<file path="src/rtl/alu_ctrl_pkg.sv">
// alu_ctrl_pkg: shared states, flag positions, opcodes and frame sizes for the UART/ALU sequencer.
package alu_ctrl_pkg;
    typedef enum logic [2:0] {
        WAIT_A, WAIT_B, WAIT_OP, EXEC, SEND_RES, WAIT_RES, SEND_FLG, WAIT_FLG
    } state_e;
    localparam int FLG_C = 2;
    localparam int FLG_V = 1;
    localparam int FLG_Z = 0;
    localparam logic [5:0] OP_ADD = 6'h20;
    localparam logic [5:0] OP_SUB = 6'h22;
    localparam logic [5:0] OP_AND = 6'h24;
    localparam logic [5:0] OP_OR  = 6'h25;
    localparam logic [5:0] OP_XOR = 6'h26;
    localparam logic [5:0] OP_NOR = 6'h27;
    localparam logic [5:0] OP_SRL = 6'h02;
    localparam logic [5:0] OP_SRA = 6'h03;
    localparam int RX_BYTES = 3;
    localparam int TX_BYTES = 2;
    function automatic logic [7:0] pack_flags(input logic [2:0] cvz);
        return {5'b0, cvz[FLG_C], cvz[FLG_V], cvz[FLG_Z]};
    endfunction
endpackage

</file>
<file path="src/rtl/inter_byte_timer.sv">
// inter_byte_timer: counts enabled cycles since the last clear and flags the final count.
module inter_byte_timer #(
    parameter int TIMEOUT = 100_000_000
) (
    input  logic clk,
    input  logic reset,
    input  logic clear,
    input  logic enable,
    output logic expired
);
    localparam int W = $clog2(TIMEOUT);
    logic [W-1:0] cnt_q;
    always_ff @(posedge clk or posedge reset) begin
        if (reset) cnt_q <= '0;
        else if (clear) cnt_q <= '0;
        else if (enable) cnt_q <= cnt_q + W'(1);
    end
    assign expired = enable && (cnt_q == W'(TIMEOUT - 1));
endmodule

</file>
<file path="src/rtl/uart_alu_ctrl.sv">
// uart_alu_ctrl: collects an (A, B, opcode) frame from UART RX, runs the ALU, returns result and flags via UART TX.
module uart_alu_ctrl
    import alu_ctrl_pkg::*;
#(
    parameter int N       = 8,
    parameter int TIMEOUT = 100_000_000
) (
    input  logic         clk,
    input  logic         reset,
    input  logic [7:0]   i_rx_data,
    input  logic         i_rx_done,
    input  logic         i_tx_done,
    output logic         o_tx_start,
    output logic [7:0]   o_tx_data,
    output logic [N-1:0] o_alu_a,
    output logic [N-1:0] o_alu_b,
    output logic [5:0]   o_alu_op,
    input  logic [N-1:0] i_alu_result,
    input  logic [2:0]   i_alu_flags,
    output logic         o_busy,
    output logic         o_err
);
    state_e       state_q;
    logic [N-1:0] a_q, b_q;
    logic [5:0]   op_q;
    logic [7:0]   tx_data_q, flg_q;
    logic         tx_start_q, busy_q, err_q;
    logic         waiting, expired;
    assign waiting = (state_q == WAIT_B) || (state_q == WAIT_OP);
    // Counter sits at zero outside the byte-wait states and restarts on every accepted byte.
    inter_byte_timer #(.TIMEOUT(TIMEOUT)) u_timer (
        .clk(clk),
        .reset(reset),
        .clear(!waiting || i_rx_done),
        .enable(waiting),
        .expired(expired)
    );
    always_ff @(posedge clk or posedge reset) begin
        if (reset) begin
            state_q    <= WAIT_A;
            a_q        <= '0;
            b_q        <= '0;
            op_q       <= '0;
            tx_data_q  <= '0;
            flg_q      <= '0;
            tx_start_q <= 1'b0;
            busy_q     <= 1'b0;
            err_q      <= 1'b0;
        end else begin
            tx_start_q <= 1'b0;
            err_q      <= 1'b0;
            case (state_q)
                WAIT_A: if (i_rx_done) begin
                    a_q     <= i_rx_data;
                    state_q <= WAIT_B;
                end
                WAIT_B: if (i_rx_done) begin
                    b_q     <= i_rx_data;
                    state_q <= WAIT_OP;
                end else if (expired) begin
                    err_q   <= 1'b1;
                    state_q <= WAIT_A;
                end
                WAIT_OP: if (i_rx_done) begin
                    if (i_rx_data[7:6] == 2'b00) begin
                        op_q    <= i_rx_data[5:0];
                        busy_q  <= 1'b1;
                        state_q <= EXEC;
                    end else begin
                        err_q   <= 1'b1;
                        state_q <= WAIT_A;
                    end
                end else if (expired) begin
                    err_q   <= 1'b1;
                    state_q <= WAIT_A;
                end
                EXEC: begin
                    tx_data_q  <= i_alu_result;
                    flg_q      <= pack_flags(i_alu_flags);
                    tx_start_q <= 1'b1;
                    state_q    <= SEND_RES;
                end
                SEND_RES: state_q <= WAIT_RES;
                WAIT_RES: if (i_tx_done) begin
                    tx_data_q  <= flg_q;
                    tx_start_q <= 1'b1;
                    state_q    <= SEND_FLG;
                end
                SEND_FLG: state_q <= WAIT_FLG;
                WAIT_FLG: if (i_tx_done) begin
                    busy_q  <= 1'b0;
                    state_q <= WAIT_A;
                end
                default: state_q <= WAIT_A;
            endcase
        end
    end
    assign o_tx_start = tx_start_q;
    assign o_tx_data  = tx_data_q;
    assign o_alu_a    = a_q;
    assign o_alu_b    = b_q;
    assign o_alu_op   = op_q;
    assign o_busy     = busy_q;
    assign o_err      = err_q;
endmodule

</file>
<file path="config.mk">
export PLATFORM = sky130hd
export DESIGN_NAME = uart_alu_ctrl
export DESIGN_NICKNAME = d
export VERILOG_FILES = /design/src/rtl/alu_ctrl_pkg.sv /design/src/rtl/inter_byte_timer.sv /design/src/rtl/uart_alu_ctrl.sv
export SDC_FILE = /design/constraint.sdc
export NUM_CORES = 1
export LEC_CHECK = 0
export ABC_AREA = 0
export CORE_MARGIN = 4
export CORE_UTILIZATION = 60
export CTS_BUF_LIST = sky130_fd_sc_hd__clkbuf_4
export DETAILED_ROUTE_END_ITERATION = 10
export DONT_BUFFER_PORTS = 1
export PLACE_DENSITY = 0.81
export SLEW_MARGIN = 10
export SYNTH_ARGS = -nofsm -noshare
export SYNTH_HDL_FRONTEND = slang
export SYNTH_SLANG_ARGS = --single-unit
</file>
<file path="constraint.sdc">
create_clock -name clk -period 2.89 [get_ports clk]
set_clock_uncertainty 0.05 [all_clocks]
set_input_delay 0.578 -clock clk [delete_from_list [all_inputs] [get_ports clk]]
set_output_delay 0.578 -clock clk [all_outputs]
set_load 0.02 [all_outputs]
</file>
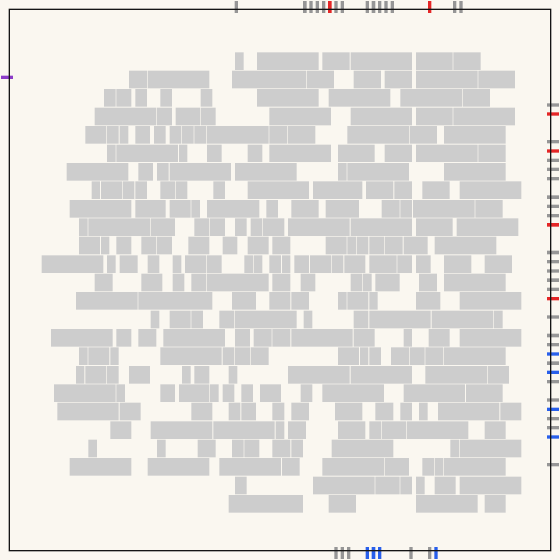
(images/io_placement.png)
Pins as bars across the die edge, other pins in gray.
i_alu_result -> blue  # pins 8, direction input, edge 4 bottom, 4 right
clk -> purple  # pins 1, direction input, edge left
o_alu_op -> red  # pins 6, direction output, edge 4 right, 2 top
all pins by edge = 30 right, 16 top, 9 bottom, 1 left

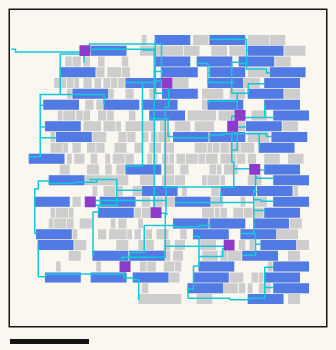
(images/clk_routes.png)
The bar under the picture is 20 um long.
flip-flops -> blue  # count 66
clock drivers -> purple  # count 9
clock wires -> cyan  # length 793 um
routed clock nets = 10
Clock group: 0.761 mW
Clk Latency, worst-skew pair: 0.40 ns
Clock power frac: 0.255

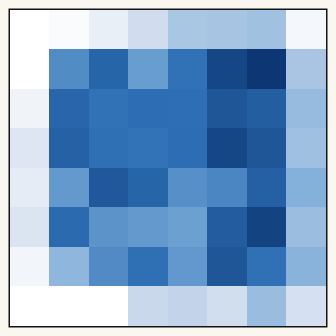
(images/cell_density.png)
8 x 8 tiles, from white (low) to dark blue (high), 0 to 100% covered.
nearly empty tiles = 7.8%
emptiest ninth of the die = lower left
mean over tiles = 50%
densest ninth of the die = center
fullest tile = 97%
tiles over 75% full = 30%

## how the worst min path moves through the flow
stage | end | slack (ns) | startpoint | cells past startpoint
finish | u_timer.cnt_q[20]$_DFFE_PP0P_ | 0.08 | reset | 1
detailed placement | u_timer.cnt_q[0]$_DFFE_PP0P_ | 0.41 | u_timer.cnt_q[0]$_DFFE_PP0P_ | 1
global route | u_timer.cnt_q[16]$_DFFE_PP0P_ | 0.10 | reset | 1
floorplan | u_timer.cnt_q[0]$_DFFE_PP0P_ | 0.37 | u_timer.cnt_q[0]$_DFFE_PP0P_ | 1
CTS | u_timer.cnt_q[2]$_DFFE_PP0P_ | 0.07 | reset | 1
global placement | u_timer.cnt_q[0]$_DFFE_PP0P_ | 0.39 | u_timer.cnt_q[0]$_DFFE_PP0P_ | 1
## state kept, by name (all words and copies together) (netlist names)
register       cells
u_timer.cnt_q     27
o_alu_a            8
o_alu_op           6
o_err              1
flg_q              3
o_tx_data          8
o_busy             1
o_alu_b            8
state_q            3
o_tx_start         1
## cells in the final DEF, fill, tap and decap left out, types with 4 or more instances in the layout
cell type   n
or4_1       5
clkbuf_4   10
a21oi_1    14
a22o_1      5
o21ai_0    13
nand2_1    15
and4_1      4
mux2_4      6
nand3_1     9
mux2i_1     4
dfrtp_1    66
or3_1       9
xor2_1      9
mux2_2     19
nand4_1     8
nor2_1     17
## logic make-up (layout without fill, tap and decap cells)
group           after synthesis  in the layout
simple gates                 92             92
flops                        66             66
compound gates               45             45
mux                          29             29
buf+inv                      21             25
xor+xnor                     12             12
fa+ha+maj                     1              1
## where the power goes
group          switching, mW  internal, mW
combinational          0.243         0.322
sequential             0.481          1.17
clock                  0.317         0.444
total                   1.04          1.94
==> results.json <==
{
  "status": "finished, final reports clean",
  "crit_slowest_cell": "dfrtp_1",
  "tightestPinTransition_ns": 0.708,
  "wl_met1_um": 2510,
  "port-buffer-count": 0,
  "layout_setup_ws_ns": 0.868,
  "fin_util": 0.676,
  "antenna_found_initial": 0,
  "fin_nets": 289,
  "seq_share": 0.504,
  "grt_use_met1": 0.249,
  "finish.instance_area_um2": 3280,
  "place_ws_ns": 0.888,
  "async_reset_ff_frac": 1.00,
  "critPathTopFamily": "simple AND/OR/NAND/NOR gates",
  "warnings": 26,
  "fill_cells": 356,
  "ff_type": "dfrtp_1",
  "drc": 0,
  "fin_setup_tns_ns": 0,
  "p_leak_nw": 1.45,
  "grt_pass1_vias": 2030,
  "max_clock_freq_mhz": 494,
  "fp_util": 0.635,
  "wire_per_inst_um": 16.9,
  "required_ns": 3.13,
  "slew_viol_final": 0,
  "yosysTopAreaCell": "dfrtp_1",
  "rsz0062_at_grt": "no",
  "ys_seq_share": 0.537,
  "core_um2": 4850,
  "synth_cells": 266,
  "post_cts_buffers": 0,
  "synthTopCellsByCount": "dfrtp_1 (66), mux2_2 (19), nor2_1 (17)",
  "setup_viol": 0,
  "ys.flops": 66,
  "hold_violations": 0,
  "critPathMaxFanout": 14,
  "xor_share": 0.0342,
  "stdcell_count": 337,
  "largestClassByArea": "flip-flops and latches",
  "gr-usage-met2": 0.317,
  "routed_via_density": 6.15,
  "cp_data_arrival_time_ns": 2.26,
  "ys_warn_count": 0,
  "wl_met2_um": 2710,
  "hpwl_um": 3970,
  "power.density_nw_per_um2": 908,
  "grt_use_total": 0.201,
  "fp_nets": 290,
  "ff_count": 66,
  "cts_inserted_buffers": 9,
  "drt_iter0_drc": 73,
  "place_area_um2": 3100,
  "n_clock_buffer": 10,
  "use_met3": 0.0688,
  "hp-class": "input pin to async pin",
  "syn_area_per_cell_um2": 11.6,
  "crit_buf_inv": 0,
  "comb_area_share": 0.397,
  "nonClockBufferCount": 4,
  "slew_headroom": 0.527,
  "max_stage_delay_ns": 0.63,
  "place_inst": 321,
  "cp-end-kind": "register"
}
Power and IR drop assume default switching activity.
